Design nlms_host_bridge, sky130hd; sources not shown.
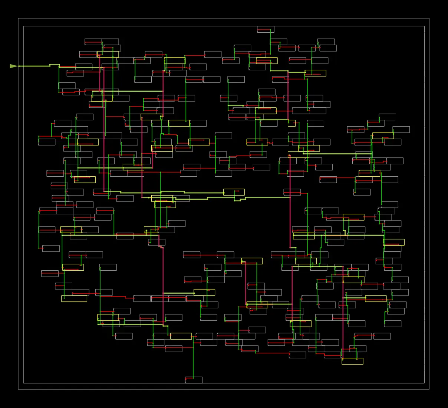
(images/clocks.png)
clk sink count: 236
seq_cells: 236
Insertion Delay late pin: 0.50 ns
clock-net power: 3.78 mW

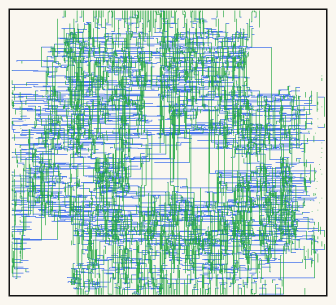
(images/wires.png)
Two of the layers only.
legend:
  blue:
    layer: metal 1
    wire_length: 14800 um
  green:
    layer: metal 2
    wire_length: 16200 um
Vias: 10452
DR WL/cell: 17.4 um
total track usage: 0.239

==> impl_metrics.json <==
{
  "run_status": "complete, no violations",
  "yosys_warnings": 0,
  "antenna_found_initial": 2,
  "edf_count": 0,
  "period_used_share": 0.989,
  "endpoint_kind": "primary output",
  "drv_cap": 0,
  "worst_slew_pin_slew_ns": 0.569,
  "hold_depth": 2,
  "fmax_ghz": 0.361,
  "syn2layout_area_growth_pct": 33.7,
  "dr.pass1.iters": 5,
  "synth_stat.cells": 1405,
  "ys_seq_frac": 0.430,
  "p_leak_nw": 5.70,
  "grt_max_degree": 94,
  "drtAntennaViolNets": 0,
  "topCellsByArea": "dfxtp_1, nand2_1, a21oi_1, mux2_2, buf_4",
  "ios": 296,
  "worst_slack_ns": 0.0306,
  "viasPerCell": 5.33,
  "wirelength_um": 34100,
  "ys_ff": 236,
  "yosysTopAreaCellShare": 0.430,
  "core-area_um2": 27000,
  "clk_root_buffer_cell": "clkbuf_16",
  "htree_levels": 2,
  "ys_chip_area_um2": 11000,
  "yosys_most_used_dff": "dfxtp_1",
  "die-area_um2": 28800,
  "nNetsFinal": 1676,
  "initCoreUtil": 0.407,
  "port_buffers": 263,
  "routed-wl-met2_um": 16200,
  "route.detailed.drc": 0,
  "drt-met1-wl_um": 14800,
  "initialDrtViolationCount": 889,
  "setup_viol": 0,
  "worstPathMaxFanout": 4,
  "finalInstanceArea_um2": 14700,
  "die_height_um": 161,
  "place_inst": 1921
}
==> layout make-up <==
cell class	count	area, um2
multi-input combinational	984	5150
antenna	2	5.00
tap	354	443
timing repair buffer	345	3400
clock buffer	36	901
fill	2464	12300
clock inverter	3	55.1
inverter	2	7.51
sequential	236	4720
==> report_power, final <==
| part | switching, mW | total, mW | internal [mW] |
|---|---|---|---|
| clock | 1.42 | 3.78 | 2.35 |
| sequential | 0.00173 | 3.37 | 3.37 |
| combinational | 0.318 | 0.564 | 0.246 |
| total | 1.74 | 7.71 | 5.97 |
==> critical path: stages <==
cell	delay, ns
clkdlybuf4s50_1	0.42
or4_4	0.54
or3_4	0.37
nor3_1	0.14
buf_2	0.17
==> synth_stat cells, types with 2 or more instances <==
| master | number |
|---|---|
| nand2b_1 | 4 |
| and2_1 | 2 |
| nand4_1 | 2 |
| nor2_2 | 3 |
| nand2_1 | 394 |
| nor3_2 | 2 |
| mux4_2 | 3 |
| inv_1 | 2 |
| clkbuf_2 | 6 |
| o21ai_1 | 5 |
| buf_6 | 2 |
| buf_4 | 85 |
| o221ai_1 | 12 |
| a21oi_1 | 215 |
| nor3_4 | 3 |
| nor3_1 | 13 |
| and3_1 | 4 |
| mux2_2 | 60 |
| a31oi_1 | 2 |
| nor4_1 | 4 |
| dfxtp_1 | 236 |
| clkbuf_1 | 53 |
| nor2_1 | 26 |
| buf_1 | 5 |
| a221oi_1 | 3 |
| o21ai_0 | 83 |
| or3_1 | 2 |
| a211oi_1 | 2 |
| nor2b_1 | 4 |
| xnor2_1 | 9 |
| buf_2 | 47 |
| and4_1 | 3 |
| nand3_1 | 81 |
==> logic make-up (layout without fill, tap and decap cells) <==
| group | count (synthesis) | after routing | synth area share |
|---|---|---|---|
| buffers and inverters | 200 | 386 | 0.105 |
| flip-flops | 236 | 236 | 0.430 |
| other | 1 | 18 | 0.000341 |
| XOR/XNOR | 9 | 9 | 0.00717 |
| AND/OR/NAND/NOR | 561 | 561 | 0.224 |
| multiplexers | 65 | 65 | 0.0699 |
| AND-OR/OR-AND | 333 | 333 | 0.164 |
==> cells in the final DEF, fill, tap and decap left out, types with 3 or more instances in the layout <==
| cell | instances |
|---|---|
| and3_1 | 4 |
| clkbuf_2 | 7 |
| nand2b_1 | 4 |
| clkbuf_1 | 3 |
| o21ai_1 | 5 |
| dfxtp_1 | 236 |
| nand2_1 | 394 |
| buf_12 | 14 |
| conb_1 | 16 |
| clkdlybuf4s50_1 | 93 |
| clkbuf_16 | 36 |
| o221ai_1 | 12 |
| dlygate4sd3_1 | 159 |
| nor4_1 | 3 |
| a21oi_1 | 215 |
| xnor2_1 | 9 |
| nor3_2 | 4 |
| buf_4 | 60 |
| mux4_2 | 3 |
| o21ai_0 | 83 |
| and4_1 | 3 |
| dlymetal6s2s_1 | 7 |
| mux2_2 | 60 |
| nor2_1 | 28 |
| nor3_1 | 14 |
| nor2b_1 | 4 |
| nand4_1 | 3 |
| a221oi_1 | 3 |
| nand3_1 | 82 |
==> metal layers <==
metal	vias to the layer above	GRT usage
met5	-	-
met3	58	0.0379
li1	5046	-
met2	437	0.380
met1	4911	0.315
met4	0	0.0673
No activity file was given, so power comes from the tool's default toggle rates.
